Fig. 1: clock routing
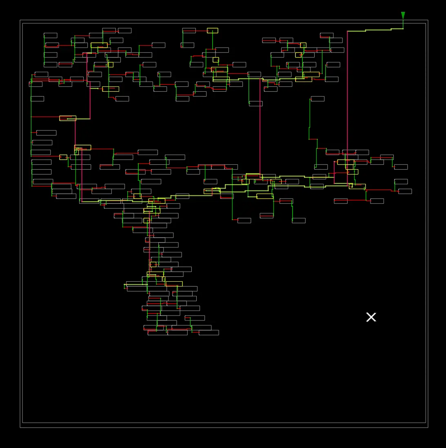
Fig. 2: selected gate families
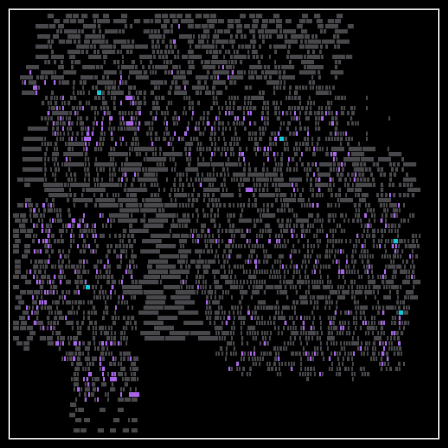
## config.mk

```make
export PLATFORM = sky130hd
export DESIGN_NAME = mult_div_unit_flat
export DESIGN_NICKNAME = d
export VERILOG_FILES = /design/src/rtl/mult_div_unit_if.sv /design/src/rtl/mult_div_unit.sv /design/src/flat_wrapper.sv
export SDC_FILE = /design/constraint.sdc
export NUM_CORES = 1
export LEC_CHECK = 0
export ABC_AREA = 1
export CAP_MARGIN = 20
export CORE_UTILIZATION = 35
export DETAILED_ROUTE_END_ITERATION = 6
export GPL_ROUTABILITY_DRIVEN = 0
export GPL_TIMING_DRIVEN = 0
export PLACE_DENSITY = 0.62
export SYNTH_ARGS = -nofsm -noshare
export SYNTH_HDL_FRONTEND = slang
export SYNTH_SLANG_ARGS = --single-unit
```

## constraint.sdc

```tcl
create_clock -name clk -period 3.5 [get_ports clk]
set_clock_uncertainty 0.15 [all_clocks]
set_input_delay 0.7 -clock clk [delete_from_list [all_inputs] [get_ports clk]]
set_output_delay 0.7 -clock clk [all_outputs]
set_load 0.02 [all_outputs]
```

## src/rtl/mult_div_unit_if.sv

```systemverilog
// Handshake/data bundle between the pipeline control and the MIPS multiply/divide unit.
interface mult_div_unit_if #(
    parameter int WIDTH = 32
);
    logic             start;
    logic [1:0]       op;
    logic [WIDTH-1:0] src_a;
    logic [WIDTH-1:0] src_b;
    logic             hi_we;
    logic             lo_we;
    logic [WIDTH-1:0] wr_data;
    logic [WIDTH-1:0] hi;
    logic [WIDTH-1:0] lo;
    logic             busy;
    logic             done;
    logic             div_zero;

    modport master (
        output start, op, src_a, src_b, hi_we, lo_we, wr_data,
        input  hi, lo, busy, done, div_zero
    );

    modport slave (
        input  start, op, src_a, src_b, hi_we, lo_we, wr_data,
        output hi, lo, busy, done, div_zero
    );
endinterface

```

## src/rtl/mult_div_unit.sv

```systemverilog
// Iterative MIPS MULT/MULTU/DIV/DIVU unit with architectural HI/LO (IDLE -> RUN -> FIX).
// Optional MDU_FAST_MULT_EN: multiplies complete through a single-cycle multiplier.
module mult_div_unit #(
    parameter int WIDTH = 32
) (
    input logic             clk,
    input logic             rst,
    mult_div_unit_if.slave  bus
);
    localparam int CW = (WIDTH > 1) ? $clog2(WIDTH) : 1;
    localparam logic [CW-1:0] LAST = CW'(WIDTH - 1);

    typedef enum logic [1:0] {IDLE, RUN, FIX} state_t;

    state_t             state, stateNext;
    logic [CW-1:0]      count;
    logic               doneReg, divZeroReg;
    logic [WIDTH-1:0]   hiReg, loReg;

    logic               isDiv, negQ, negR, dzPend;
    logic [WIDTH-1:0]   opReg;
    logic [2*WIDTH-1:0] acc;

    logic               signedOp, divByZero, fastPath;
    logic [WIDTH-1:0]   magA, magB;
    logic [WIDTH:0]     addSum, remShift;
    logic [WIDTH-1:0]   remDiff;
    logic               remGe;
    logic [2*WIDTH-1:0] mulStep, divStep, fixResult;

    function automatic logic [WIDTH-1:0] absVal(input logic [WIDTH-1:0] x, input logic sgn);
        return (sgn && x[WIDTH-1]) ? (~x + 1'b1) : x;
    endfunction

    function automatic logic [WIDTH-1:0] negateIf(input logic [WIDTH-1:0] x, input logic neg);
        return neg ? (~x + 1'b1) : x;
    endfunction

    assign signedOp  = ~bus.op[0];
    assign divByZero = bus.op[1] && (bus.src_b == '0);
    assign magA      = absVal(bus.src_a, signedOp);
    assign magB      = absVal(bus.src_b, signedOp);

`ifdef MDU_FAST_MULT_EN
    logic signed [WIDTH:0]     fastA, fastB;
    logic signed [2*WIDTH+1:0] fastProd;
    assign fastA    = {signedOp & bus.src_a[WIDTH-1], bus.src_a};
    assign fastB    = {signedOp & bus.src_b[WIDTH-1], bus.src_b};
    assign fastProd = fastA * fastB;
    assign fastPath = ~bus.op[1];
`else
    assign fastPath = 1'b0;
`endif

    // One iteration: shift-add for multiply, restoring shift-subtract for divide
    always_comb begin
        addSum   = {1'b0, acc[2*WIDTH-1:WIDTH]} + {1'b0, opReg};
        mulStep  = acc[0] ? {addSum, acc[WIDTH-1:1]} : {1'b0, acc[2*WIDTH-1:1]};
        remShift = acc[2*WIDTH-1:WIDTH-1];
        remGe    = (remShift >= {1'b0, opReg});
        remDiff  = remShift[WIDTH-1:0] - opReg;
        divStep  = remGe ? {remDiff, acc[WIDTH-2:0], 1'b1}
                         : {remShift[WIDTH-1:0], acc[WIDTH-2:0], 1'b0};
    end

    // Sign correction applied on the way into HI/LO
    always_comb begin
        if (isDiv)
            fixResult = {negateIf(acc[2*WIDTH-1:WIDTH], negR), negateIf(acc[WIDTH-1:0], negQ)};
        else
            fixResult = negQ ? (~acc + 1'b1) : acc;
    end

    always_comb begin
        stateNext = state;
        unique case (state)
            IDLE:    if (bus.start) stateNext = (divByZero || fastPath) ? FIX : RUN;
            RUN:     if (count == LAST) stateNext = FIX;
            FIX:     stateNext = IDLE;
            default: stateNext = IDLE;
        endcase
    end

    always_ff @(posedge clk) begin
        if (rst) begin
            state      <= IDLE;
            count      <= '0;
            doneReg    <= 1'b0;
            divZeroReg <= 1'b0;
        end else begin
            state      <= stateNext;
            count      <= (state == RUN) ? count + 1'b1 : '0;
            doneReg    <= (state == FIX);
            divZeroReg <= (state == FIX) && dzPend;
        end
    end

    // Operands are captured once at launch; later changes on src_a/src_b are ignored
    always_ff @(posedge clk) begin
        if (state == IDLE && bus.start) begin
            isDiv  <= bus.op[1];
            dzPend <= divByZero;
            negQ   <= signedOp & (bus.src_a[WIDTH-1] ^ bus.src_b[WIDTH-1]);
            negR   <= signedOp & bus.src_a[WIDTH-1];
            opReg  <= bus.op[1] ? magB : magA;
            acc    <= {{WIDTH{1'b0}}, (bus.op[1] ? magA : magB)};
`ifdef MDU_FAST_MULT_EN
            if (!bus.op[1]) begin
                acc  <= fastProd[2*WIDTH-1:0];
                negQ <= 1'b0;
            end
`endif
        end else if (state == RUN) begin
            acc <= isDiv ? divStep : mulStep;
        end
    end

    always_ff @(posedge clk) begin
        if (rst) begin
            hiReg <= '0;
            loReg <= '0;
        end else if (state == FIX) begin
            if (!dzPend) {hiReg, loReg} <= fixResult;
        end else if (state == IDLE) begin
            if (bus.hi_we) hiReg <= bus.wr_data;
            if (bus.lo_we) loReg <= bus.wr_data;
        end
    end

    assign bus.hi       = hiReg;
    assign bus.lo       = loReg;
    assign bus.busy     = (state != IDLE);
    assign bus.done     = doneReg;
    assign bus.div_zero = divZeroReg;
endmodule

```

## src/flat_wrapper.sv

```systemverilog
// flat-port wrapper written by rule: the top's interface ports become plain ports
module mult_div_unit_flat 
#(
    parameter int WIDTH = 32
)
  (clk, rst, bus_start, bus_op, bus_src_a, bus_src_b, bus_hi_we, bus_lo_we, bus_wr_data, bus_hi, bus_lo, bus_busy, bus_done, bus_div_zero);
  mult_div_unit_if #(.WIDTH(WIDTH)) bus_i ();
  input logic clk;
  input logic rst;
  input wire logic [$bits(bus_i.start)-1:0] bus_start;
  input wire logic [$bits(bus_i.op)-1:0] bus_op;
  input wire logic [$bits(bus_i.src_a)-1:0] bus_src_a;
  input wire logic [$bits(bus_i.src_b)-1:0] bus_src_b;
  input wire logic [$bits(bus_i.hi_we)-1:0] bus_hi_we;
  input wire logic [$bits(bus_i.lo_we)-1:0] bus_lo_we;
  input wire logic [$bits(bus_i.wr_data)-1:0] bus_wr_data;
  output wire logic [$bits(bus_i.hi)-1:0] bus_hi;
  output wire logic [$bits(bus_i.lo)-1:0] bus_lo;
  output wire logic [$bits(bus_i.busy)-1:0] bus_busy;
  output wire logic [$bits(bus_i.done)-1:0] bus_done;
  output wire logic [$bits(bus_i.div_zero)-1:0] bus_div_zero;
  assign bus_i.start = bus_start;
  assign bus_i.op = bus_op;
  assign bus_i.src_a = bus_src_a;
  assign bus_i.src_b = bus_src_b;
  assign bus_i.hi_we = bus_hi_we;
  assign bus_i.lo_we = bus_lo_we;
  assign bus_i.wr_data = bus_wr_data;
  assign bus_hi = bus_i.hi;
  assign bus_lo = bus_i.lo;
  assign bus_busy = bus_i.busy;
  assign bus_done = bus_i.done;
  assign bus_div_zero = bus_i.div_zero;
  mult_div_unit #(.WIDTH(WIDTH)) u_core (.clk(clk), .rst(rst), .bus(bus_i));
endmodule
```

==> run_results.csv <==
group,metric,value,unit
layout,commonest_cells_after_routing_fill_and_taps_aside,"960 x sky130_fd_sc_hd__nand2_1, 488 x sky130_fd_sc_hd__inv_1, 337 x sky130_fd_sc_hd__nand3_1",
power_and_ir_drop,power.static_leakage,10.21,nW
global_route,grt_start_max_net_pins,40,
synthesis,register_bit_count_reported_by_yosys,173,
power_and_ir_drop,swShare,49.18,%
global_route,grt_first_pass_wirelength,112900,microns
critical_path,reg2reg_from,"u_core.acc[0]",
synthesis,ys_top_cells_by_area,"sky130_fd_sc_hd__nand2_1 20%, sky130_fd_sc_hd__dfxtp_1 12%, sky130_fd_sc_hd__edfxtp_1 11%, sky130_fd_sc_hd__inv_1 10%, sky130_fd_sc_hd__nand3_1 9.5%",
synthesis,synth.yosys.chip_area,0.01781,sq mm
synthesis,synthMostInstantiatedCell,"sky130_fd_sc_hd__nand2_1",
detailed_routing,drc_errors,7,
layout,layout.cell_area.non_filler,0.02099,sq mm
run_status,violated_checks,"design-rule violations",
detailed_routing,vias,21500,
synthesis,syn_area,0.01781,sq mm
synthesis,yosys.cell_types.count,47,
placed_design,placed_area,0.02040,sq mm
worst_hold_path,worstHoldPathCells,1,
cts,cts.clk_slew.worst_paths,80,ps
worst_hold_path,worst_hold_startpoint,"u_core.count[0]",
cts,cts_root_buffer,"sky130_fd_sc_hd__clkbuf_16",
global_route,grt_pass1_vias,19500,
synthesis,synth_compound_gate_area_share,15.00,%
synthesis,yosysWarningCount,0,
critical_path,timing.critical_path.cells,"clkbuf_1, inv_2, buf_2, ha_1, nand3_2, nor2_4, nand3_1, o21ai_4, nand4_1, nand3_1, nand3_1, a21oi_1",
run_status,status,"finished with violations",
detailed_routing,dr.first_iter.drc_count,2666,
power_and_ir_drop,p_clk,0.00192,W
power_and_ir_drop,power.share.clock,19.5,%
cts,postCtsSetupRepairBufs,0,
layout,regMostFlops,"u_core.acc",
cts,cts_hold_buffers,0,
power_and_ir_drop,combinationalPower,0.00507,W
final_timing,worstMarginPinSlew,871.4,ps
cts,insertion_delay,470,ps
critical_path,critical_path_depth,12,
synthesis,asyncSetResetFlopFracSynth,0,%
synthesis,post_synth.cell_area_avg,5.690,sq um
critical_path,setup.worst_path.end_class,"register",
power_and_ir_drop,power_sequential,0.00287,W
floorplan,num_rows,82,
synthesis,synthAdderAreaFrac,5.141,%
critical_path,worstSetupStartpoint,"u_core.acc[0]",
power_and_ir_drop,share_of_power_burned_in_registers,29.1,%
cts,postCtsResizedCells,1,
floorplan,number_of_primary_i_o_pins,170,
critical_path,maximum_net_fanout_on_the_critical_path,11,
detailed_routing,drt_pass1_iterations,7,
power_and_ir_drop,top_power_group,"combinational cells",
floorplan,die_area,0.05180,sq mm
critical_path,arrival,3450,ps
final_timing,hold_ws,305.3,ps
synthesis,synth_largest_type_area_fraction,20.23,%
layout,antenna_fix_cells,0,
power_and_ir_drop,maximum_ir_drop_on_the_vdd_rail,0.3161,mV
synthesis,synth.comb.largest_family,"simple AND/OR/NAND/NOR gates",
cts,htree_num_levels,4,
global_route,grt_usage,29.16,%
critical_path,worstSetupPathType,"register to register",
layout,largest_reg_flops,64,
synthesis,syn_nets,3306,
final_timing,final_min_period_over_clock_period,91.69,%
power_and_ir_drop,cell_internal_pwr,0.005009,W
layout,num-fill-cells,5546,
critical_path,cp_top_family,"simple AND/OR/NAND/NOR gates",
critical_path,start_kind,"register",
synthesis,synthesis.instances,3131,
final_timing,setup_viol,0,
synthesis,yosys_cell_count,3131,
critical_path,rr_endpoint,"u_core.bus.hi[26]",
critical_path,worst-r2r-cell-count,12,
synthesis,yosys.stat.seqShare,23.26,%
synthesis,ys_sh_xor,3.147,%
cts,max-clock-path-buffers,2,
critical_path,critical_path.max_stage_delay,350,ps
worst_hold_path,hold_path_end,"u_core.count[0]",
detailed_routing,routed_via_density,5.368,
placed_design,dpl.cell_count,3974,
final_timing,timing_max_transition_violations_final,0,
job,warnings,26,
power_and_ir_drop,switchingPower,0.004847,W
power_and_ir_drop,p_per_area,469.6,mW/mm^2
synthesis,synth.area.mux_share,0.05619,%
final_timing,grt_setup_unrepaired,"false",
worst_hold_path,min-delay-path-class,"register to register",
critical_path,critical_path_buf_inv_count,3,
critical_path,worst_path_cell_with_the_longest_stage_delay,"sky130_fd_sc_hd__edfxtp_1",
global_route,grt-ovfl-total,0,
floorplan,die_h,227.6,microns
critical_path,critPathMostFrequentCell,"sky130_fd_sc_hd__nand3_1",
final_timing,final.setup.worst_slack,290.7,ps
power_and_ir_drop,comb_power_share,51.4,%
floorplan,core-area,0.05017,sq mm
detailed_routing,antenna_left,0,
synthesis,synth.cellmix.simpleShare,40.36,%
critical_path,worst-endpoint-required,3740,ps
placed_design,post-dp-hpwl,63140,microns
synthesis,flop_cell,"sky130_fd_sc_hd__dfxtp_1",
final_timing,setup_total_neg_slack,0,ps
critical_path,critical_path_endpoint,"u_core.bus.hi[26]",
layout,drive_above_1_share,2.760,%
placed_design,numPortBuffers,169,
job,max-cap-violations,0,
synthesis,top_cells_by_count,"960 x sky130_fd_sc_hd__nand2_1, 488 x sky130_fd_sc_hd__inv_1, 337 x sky130_fd_sc_hd__nand3_1, 282 x sky130_fd_sc_hd__nor2_1, 222 x sky130_fd_sc_hd__a21oi_1",
detailed_routing,detail_route.wl_per_cell,18.86,microns
critical_path,timing.reg2reg.setup_slack,290,ps
power_and_ir_drop,design_power_total,0.009856,W
placed_design,post-place-ws,-224.3,ps
final_timing,report.final.hold_viol_count,0,
final_timing,final_period_minus_worst_setup_slack,3209,ps
synthesis,edf_count,68,
floorplan,fp_util,35.51,%
layout,postLayoutCoreUtil,41.83,%
detailed_routing,wl,75530,microns
final_timing,achievable-frequency,0.3116,GHz
layout,area_growth_syn_to_layout,17.80,%
final_timing,relative_slew_slack,41.90,%
synthesis,largest_area_cell,"sky130_fd_sc_hd__nand2_1",
floorplan,die_width,227.6,microns
global_route,antenna_found_initial,0,
layout,nets,3495,
cts,cts_tree,"yes",
Notes on Fig. 1 above:
number of clock buffers inserted by TritonCTS: 17
CTS sink count: 173
Flops: 173

Notes on Fig. 2 above:
legend:
  non-inverting ao/oa cells:
    colour: cyan
    cells: 5
  nor cells:
    colour: purple
    cells: 327
filler-free cell count of the finished design: 4005
highest-count logic cell in the final layout: sky130_fd_sc_hd__nand2_1

## layer usage
layer  track usage [%]  vias up  share of wire [%]
met5                 0        -                  0
met4             13.23        0                4.6
met3             4.840      178                9.0
met2             45.29     1141                 43
met1             39.41     9725                 43
li1                  -    10460                  -
## cell type report
class / instances / area, sq um / area share (%)
buffer: 109 / 457.9 / 2.182
clock buffer: 18 / 429.2 / 2.045
clock inverter: 14 / 151.4 / 0.7214
inverter: 496 / 1862 / 8.871
multi-input combinational: 2352 / 11360 / 54.14
sequential: 173 / 4144 / 19.75
tap: 672 / 840.8 / 4.006
timing repair buffer: 171 / 1739 / 8.287
